===== src/rtl/ahb_params_pkg.sv =====
// Shared bus parameters for the AHB-side memory subsystem.
// Latency: n/a (constants only).
// Backpressure: n/a.
package ahb_params_pkg;
   localparam int DATA_WIDTH = 32;
endpackage


===== src/rtl/sram_port_arbiter.sv =====
// Two-requester arbiter for a single-port 2048x32 SRAM with round-robin ties and burst lock.
// Latency: command issued combinationally in the grant cycle; read data valid one cycle later.
// Backpressure: a requester holds req until gnt; a locked owner can deny the other for up to MAX_BURST beats.
//
// Ports:
//   HCLK, HRESET            clock, asynchronous active-high reset
//   req, lock, we [1:0]     per-requester request, burst lock, write(1)/read(0)
//   addrN, beN, wdataN      per-requester command fields (N = 0, 1)
//   gnt [1:0]               combinational grant (one-hot or zero)
//   rvalid [1:0], rdataN    read return, rdataN is zero while rvalid[N] is low
//   mem_*                   SRAM command from the granted requester, zero when idle
//   mem_rdata               SRAM read data, one cycle after a read command
//   conflict_cnt            saturating contention counter, present only when
//                           SRAM_ARB_CONFLICT_CNT_EN is defined; tied to zero otherwise
module sram_port_arbiter
   import ahb_params_pkg::*;
#(
   parameter int ADDR_WIDTH = 11,
   parameter int MAX_BURST  = 8
) (
   input  logic                      HCLK,
   input  logic                      HRESET,
   input  logic [1:0]                req,
   input  logic [1:0]                lock,
   input  logic [1:0]                we,
   input  logic [ADDR_WIDTH-1:0]     addr0,
   input  logic [ADDR_WIDTH-1:0]     addr1,
   input  logic [DATA_WIDTH/8-1:0]   be0,
   input  logic [DATA_WIDTH/8-1:0]   be1,
   input  logic [DATA_WIDTH-1:0]     wdata0,
   input  logic [DATA_WIDTH-1:0]     wdata1,
   output logic [1:0]                gnt,
   output logic [1:0]                rvalid,
   output logic [DATA_WIDTH-1:0]     rdata0,
   output logic [DATA_WIDTH-1:0]     rdata1,
   output logic                      mem_cs,
   output logic                      mem_we,
   output logic [ADDR_WIDTH-1:0]     mem_addr,
   output logic [DATA_WIDTH/8-1:0]   mem_be,
   output logic [DATA_WIDTH-1:0]     mem_wdata,
   input  logic [DATA_WIDTH-1:0]     mem_rdata,
   output logic [15:0]               conflict_cnt
);

   typedef enum logic [1:0] {IDLE, LOCK0, LOCK1} state_t;

   state_t     state;
   logic       last_gnt;     // requester that took the most recent beat
   logic [3:0] beat_cnt;     // beats already taken in the current locked burst
   logic [1:0] rd_pend;      // read accepted last cycle, per requester
   logic       gidx;         // index of the granted requester (valid when |gnt)
   logic       in_burst;     // this beat continues the current owner's burst
   logic [4:0] burst_len;    // burst length including this beat

   // Grant: a lock owner that still requests wins outright; otherwise plain
   // arbitration with ties going to the requester that did not go last.
   // A released lock falls through to this same path in the same cycle.
   always_comb begin
      gnt = 2'b00;
      if (!HRESET) begin
         if (state == LOCK0 && req[0])
            gnt = 2'b01;
         else if (state == LOCK1 && req[1])
            gnt = 2'b10;
         else if (req == 2'b11)
            gnt = last_gnt ? 2'b01 : 2'b10;
         else
            gnt = req;
      end
   end

   assign gidx      = gnt[1];
   assign in_burst  = (state == LOCK0 && gnt[0]) || (state == LOCK1 && gnt[1]);
   assign burst_len = in_burst ? {1'b0, beat_cnt} + 5'd1 : 5'd1;

   // SRAM command: gnt already implies req, so any grant is an accepted beat.
   assign mem_cs    = |gnt;
   assign mem_we    = mem_cs ? we[gidx] : 1'b0;
   assign mem_addr  = !mem_cs ? '0 : (gidx ? addr1  : addr0);
   assign mem_be    = !mem_cs ? '0 : (gidx ? be1    : be0);
   assign mem_wdata = !mem_cs ? '0 : (gidx ? wdata1 : wdata0);

   always_ff @(posedge HCLK or posedge HRESET) begin
      if (HRESET) begin
         state    <= IDLE;
         last_gnt <= 1'b1;       // requester 0 wins the first tie
         beat_cnt <= 4'd0;
         rd_pend  <= 2'b00;
      end else begin
         rd_pend <= gnt & ~we;
         if (mem_cs) begin
            last_gnt <= gidx;
            // Reaching MAX_BURST drops the lock so the other side wins the next tie.
            if (lock[gidx] && (burst_len < 5'(MAX_BURST))) begin
               state    <= gidx ? LOCK1 : LOCK0;
               beat_cnt <= burst_len[3:0];
            end else begin
               state    <= IDLE;
               beat_cnt <= 4'd0;
            end
         end else begin
            state    <= IDLE;
            beat_cnt <= 4'd0;
         end
      end
   end

   assign rvalid = rd_pend;
   assign rdata0 = rd_pend[0] ? mem_rdata : '0;
   assign rdata1 = rd_pend[1] ? mem_rdata : '0;

`ifdef SRAM_ARB_CONFLICT_CNT_EN
   logic [15:0] conflict_q;

   always_ff @(posedge HCLK or posedge HRESET) begin
      if (HRESET)
         conflict_q <= 16'h0000;
      else if (req == 2'b11 && mem_cs && conflict_q != 16'hFFFF)
         conflict_q <= conflict_q + 16'd1;
   end

   assign conflict_cnt = conflict_q;
`else
   assign conflict_cnt = 16'h0000;
`endif

endmodule


===== config.mk =====
export PLATFORM = sky130hd
export DESIGN_NAME = sram_port_arbiter
export DESIGN_NICKNAME = d
export VERILOG_FILES = /design/src/rtl/ahb_params_pkg.sv /design/src/rtl/sram_port_arbiter.sv
export SDC_FILE = /design/constraint.sdc
export NUM_CORES = 1
export LEC_CHECK = 0
export ABC_AREA = 1
export CORE_AREA = 2 2 102 104
export DETAILED_ROUTE_END_ITERATION = 6
export DIE_AREA = 0 0 104 106
export GPL_ROUTABILITY_DRIVEN = 0
export PLACE_DENSITY = 0.71
export SYNTH_ARGS = -nofsm -noshare
export SYNTH_HDL_FRONTEND = slang
export SYNTH_SLANG_ARGS = --single-unit

===== constraint.sdc =====
create_clock -name HCLK -period 1.68 [get_ports HCLK]
set_input_delay 0.336 -clock HCLK [delete_from_list [all_inputs] [get_ports HCLK]]
set_output_delay 0.336 -clock HCLK [all_outputs]
set_load 0.05 [all_outputs]

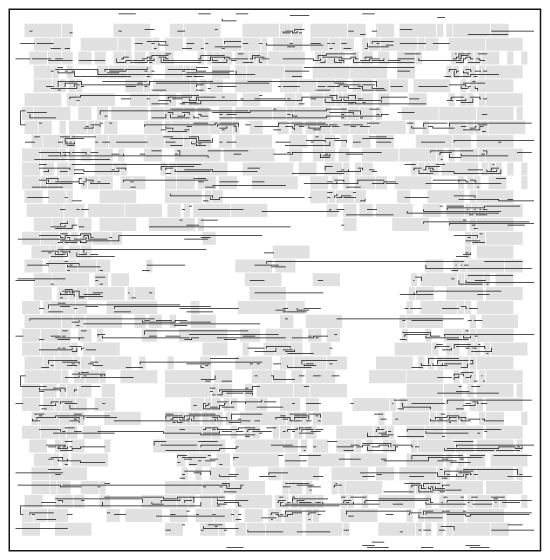
Figure 1: run 1, M1 wires.
main direction = horizontal
wire length on this layer = 4070 um
longest straight run = 38.6 um
nets with wire on the layer = 684
share of all routed wire = 34%

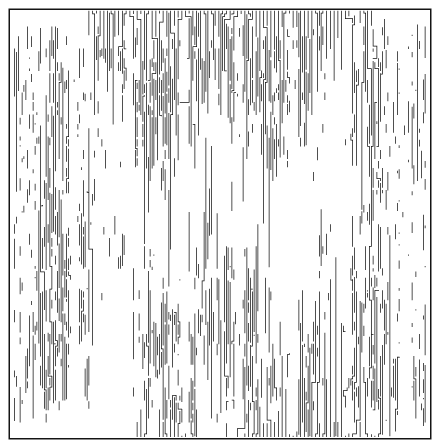
Figure 2: run 1, metal 2.
longest straight run = 49.6 um
share of all routed wire = 55%
wire length on this layer = 6520 um
nets with wire on the layer = 708
met2 Use GR: 0.409
Post-Route WL: 11800 um
Vias: 3541

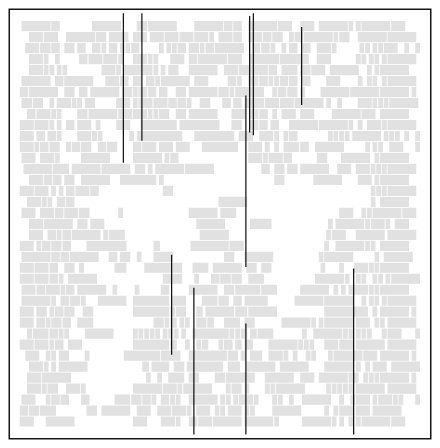
Figure 3: run 1, metal 4.
nets with wire on the layer = 10
share of all routed wire = 2.7%
wire length on this layer = 316 um
main direction = vertical
longest straight run = 42.2 um

run 1: repair_timing:
item                                    4_1_cts  5_1_grt
buffers inserted                             15        1
cloned                                        6        3
endpoints found under the setup margin       51       55
gates resized                                42       45
endpoints found under the hold margin         0        0
pin swaps                                    13       13
run 1: per-layer routing:
layer | share of wire | up-vias | GRT usage | wire (um)
li1 | - | 1781 | - | -
met2 | 0.55 | 174 | 0.409 | 6520
met1 | 0.34 | 1565 | 0.200 | 4070
met4 | 0.027 | 0 | 0.0569 | 316
met3 | 0.079 | 21 | 0.0497 | 937
met5 | 0 | - | 0 | 0
run 1: registers in the layout, indices dropped and copies added (netlist names):
signal / flops
beat_cnt: 4
last_gnt: 1
rvalid: 2
state: 2
==> flow_summary.yaml, run 1 <==
# implementation run metrics
synth:
  aoi_share: 0.0199
  syn-cell-area_um2: 2080
  mux_share: 0
  async_reset_ff_frac: 1.00
  synth_flop_count: 9
  yosys_most_used_dff: "dfrtp_1"
  yosys.area_share.xor_xnor: 0
  yosys.area_share.simple: 0.528
  avgSynthCellArea_um2: 4.49
  synth_top_cell_by_count: "nand2_1"
  synthAdderAreaFrac: 0.00602
  common_cells: "nand2_1 (269), inv_1 (119), buf_4 (17)"
  ys_seq_share: 0.109
  synthTopCellsByArea: "nand2_1 (49%), inv_1 (21%), dfrtp_1 (9.6%), buf_4 (6.1%), buf_2 (2.6%)"
die:
  rows: 37
  pin_count: 267
  core_um2: 10000
  fp-utilization: 0.208
  fp.dieW_um: 104
power:
  power_density_nw_per_um2: 495
  p_total_uw: 3410
  pg_clk_uw: 254
  pwr-share-clk: 0.074
  p_comb_frac: 0.852
  power_frac_seq: 0.073
  netSwitchingPower_uw: 1630
  vdd_drop_max_uv: 343
  sequentialPower_uw: 250
  p_comb_uw: 2910
  leakagePower_uw: 0.00339
layout:
  logic_gate_count: 311
  area_growth_pct: 232
  sh_comb_area: 0.228
  lay_top_count: "nand2_1"
  n_clock_buffer: 3
  seq_area_frac: 0.0332
  buf_share: 0.615
  fin_cells: 872
  comb_area_um2: 1570
  clock_area_frac: 0.00671
  fin_nets: 872
  layout-drive-gt1-share: 0.444
  fin_util: 0.690
  final_cell_mix: "nand2_1 (167), clkdlybuf4s50_1 (130), buf_12 (126)"
clocking:
  cts_tree: "done"
  root_buffer: "clkbuf_8"
  cts_buffers: 3
  insertion_delay_ns: 0.24
  clock_sinks: 9
  clockBufferDepth: 2
route:
  firstDrtPassIters: 4
  via_per_inst: 4.06
grt:
  grt_pass1_wl_um: 18000
  grt_max_degree: 34
  grt_pass1_vias: 3698
flow_run:
  cap_violations: 0
placed_design:
  hpwl_um: 9050
  dp.cells: 847
  port_buffers: 250
timing:
  setup_viol_count_final: 51
  worst_slack_ns: -0.519
  hold_viol: 0
  rsz0062_at_grt: "true"
outcome:
  violations: "negative setup slack"
  outcome: "finished, violations left"
setup_path:
  crit_path_start_kind: "flop"
  r2r_start: "state[1]"
  endpoint: "mem_wdata[12]"
  arrival_ns: 1.86
  max_stage_delay_ns: 0.36
  critPathKind: "flop to primary output"
min_path:
  min_path_type: "input pin to asynchronous set/reset pin"
Figure 4. Routing congestion (run 1).
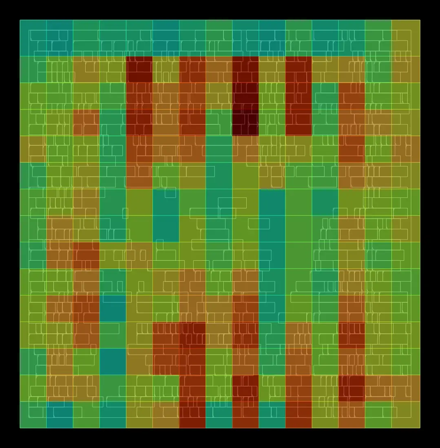

--- run 2 (diff from run 1) ---
--- a/config.mk
+++ b/config.mk
@@ -10,7 +10,7 @@
 export DETAILED_ROUTE_END_ITERATION = 6
 export DIE_AREA = 0 0 104 106
 export GPL_ROUTABILITY_DRIVEN = 0
-export PLACE_DENSITY = 0.71
+export PLACE_DENSITY = 0.73
 export SYNTH_ARGS = -nofsm -noshare
 export SYNTH_HDL_FRONTEND = slang
 export SYNTH_SLANG_ARGS = --single-unit
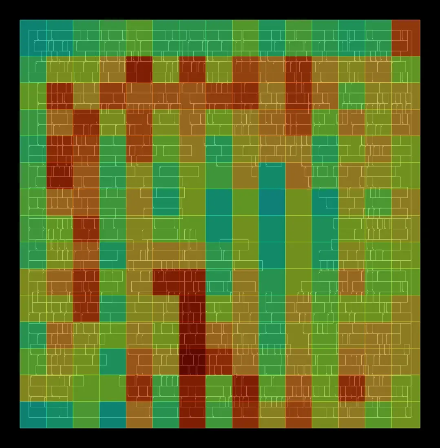
Figure 5: run 2, routing congestion.
met3 GRT Util: 0.0423
Total GRT Usage: 0.196

==> run 2 against run 1 <==
Net effect:
- the flow still finishes with violations (negative setup slack)
- clock-buffer cell count is 1 higher
- worst hold slack better by 0.026 ns
- fmax is 1.3% lower
- largest power group unchanged
==> flow_summary.yaml, run 2 <==
# implementation run metrics
layout:
  lay_top_count: "nand2_1"
  n_antenna_cell: 0
  final_cell_mix: "nand2_1 (185), buf_12 (130), clkdlybuf4s50_1 (130)"
  largest_register_ffs: 4
  fin_nets: 873
  fin_cells: 873
  fin_util: 0.718
  top_register: "beat_cnt"
  area_growth_pct: 245
power:
  netSwitchingPower_uw: 1760
  power_frac_seq: 0.069
  vdd_drop_max_uv: 326
  leakagePower_uw: 0.00364
  sequentialPower_uw: 252
  p_comb_frac: 0.861
  pwr-share-clk: 0.070
  pg_clk_uw: 256
  power_density_nw_per_um2: 510
  p_total_uw: 3660
  p_comb_uw: 3150
route:
  met2_length_um: 7370
  via_per_inst: 4.25
  top_layer: "met4"
  routed_wl_um: 12900
  met3_length_um: 963
  vias: 3710
  firstDrtPassIters: 5
  wl_met1_um: 4200
placed_design:
  dp.cells: 844
  hpwl_um: 8960
setup_path:
  crit_path_start_kind: "flop"
  max_stage_delay_ns: 0.41
  r2r_start: "last_gnt"
  endpoint: "mem_wdata[3]"
  arrival_ns: 1.89
synth:
  synth_top_cell_by_count: "nand2_1"
  async_reset_ff_frac: 1.00
  yosys_most_used_dff: "dfrtp_1"
  syn-cell-area_um2: 2080
  common_cells: "nand2_1 (269), inv_1 (119), buf_4 (17)"
  synthTopCellsByArea: "nand2_1 (49%), inv_1 (21%), dfrtp_1 (9.6%), buf_4 (6.1%), buf_2 (2.6%)"
  ys_seq_share: 0.109
  synth_flop_count: 9
timing:
  worst_slack_ns: -0.547
  hold_viol: 0
  setup_viol_count_final: 52
  rsz0062_at_grt: "true"
clocking:
  cts_buffers: 3
  clockBufferDepth: 2
  postCtsSetupRepairBufs: 5
  insertion_delay_ns: 0.23
  clock_sinks: 9
  root_buffer: "clkbuf_8"
  cts_resized: 38
  cts_tree: "done"
outcome:
  violations: "negative setup slack"
  outcome: "finished, violations left"
grt:
  busiest_layer: "met2"
  grt_pass1_vias: 3475
  grt_max_degree: 34
  use_met1: 0.190
  grt_pass1_wl_um: 17400
die:
  pin_count: 267
  fp.dieW_um: 104
  core_um2: 10000
  fp-utilization: 0.208
min_path:
  min_path_type: "input pin to asynchronous set/reset pin"
flow_run:
  cap_violations: 0
run 2: area by class of cell:
class	instances	area (um2)	share of cell area
tap	136	170	0.0237
timing repair buffer	291	4380	0.610
inverter	122	642	0.0894
clock buffer	4	45.0	0.00628
sequential	9	229	0.0319
multi-input combinational	311	1710	0.239
run 2: worst min-delay path, cell delays in order:
cell and delay, ns:
dlygate4sd2_1 0.26, inv_4 0.07, buf_4 0.12, buf_4 0.18
run 2: cells by family (layout without fill, tap and decap cells):
group | count (synthesis) | count (layout) | synth area share
buf+inv | 159 | 417 | 0.335
fa+ha+maj | 1 | 1 | 0.00602
simple gates | 287 | 287 | 0.528
compound gates | 6 | 6 | 0.0199
other cells | 1 | 17 | 0.00180
flops | 9 | 9 | 0.109
Power figures rest on the tool's default switching activity, not on a simulated workload.
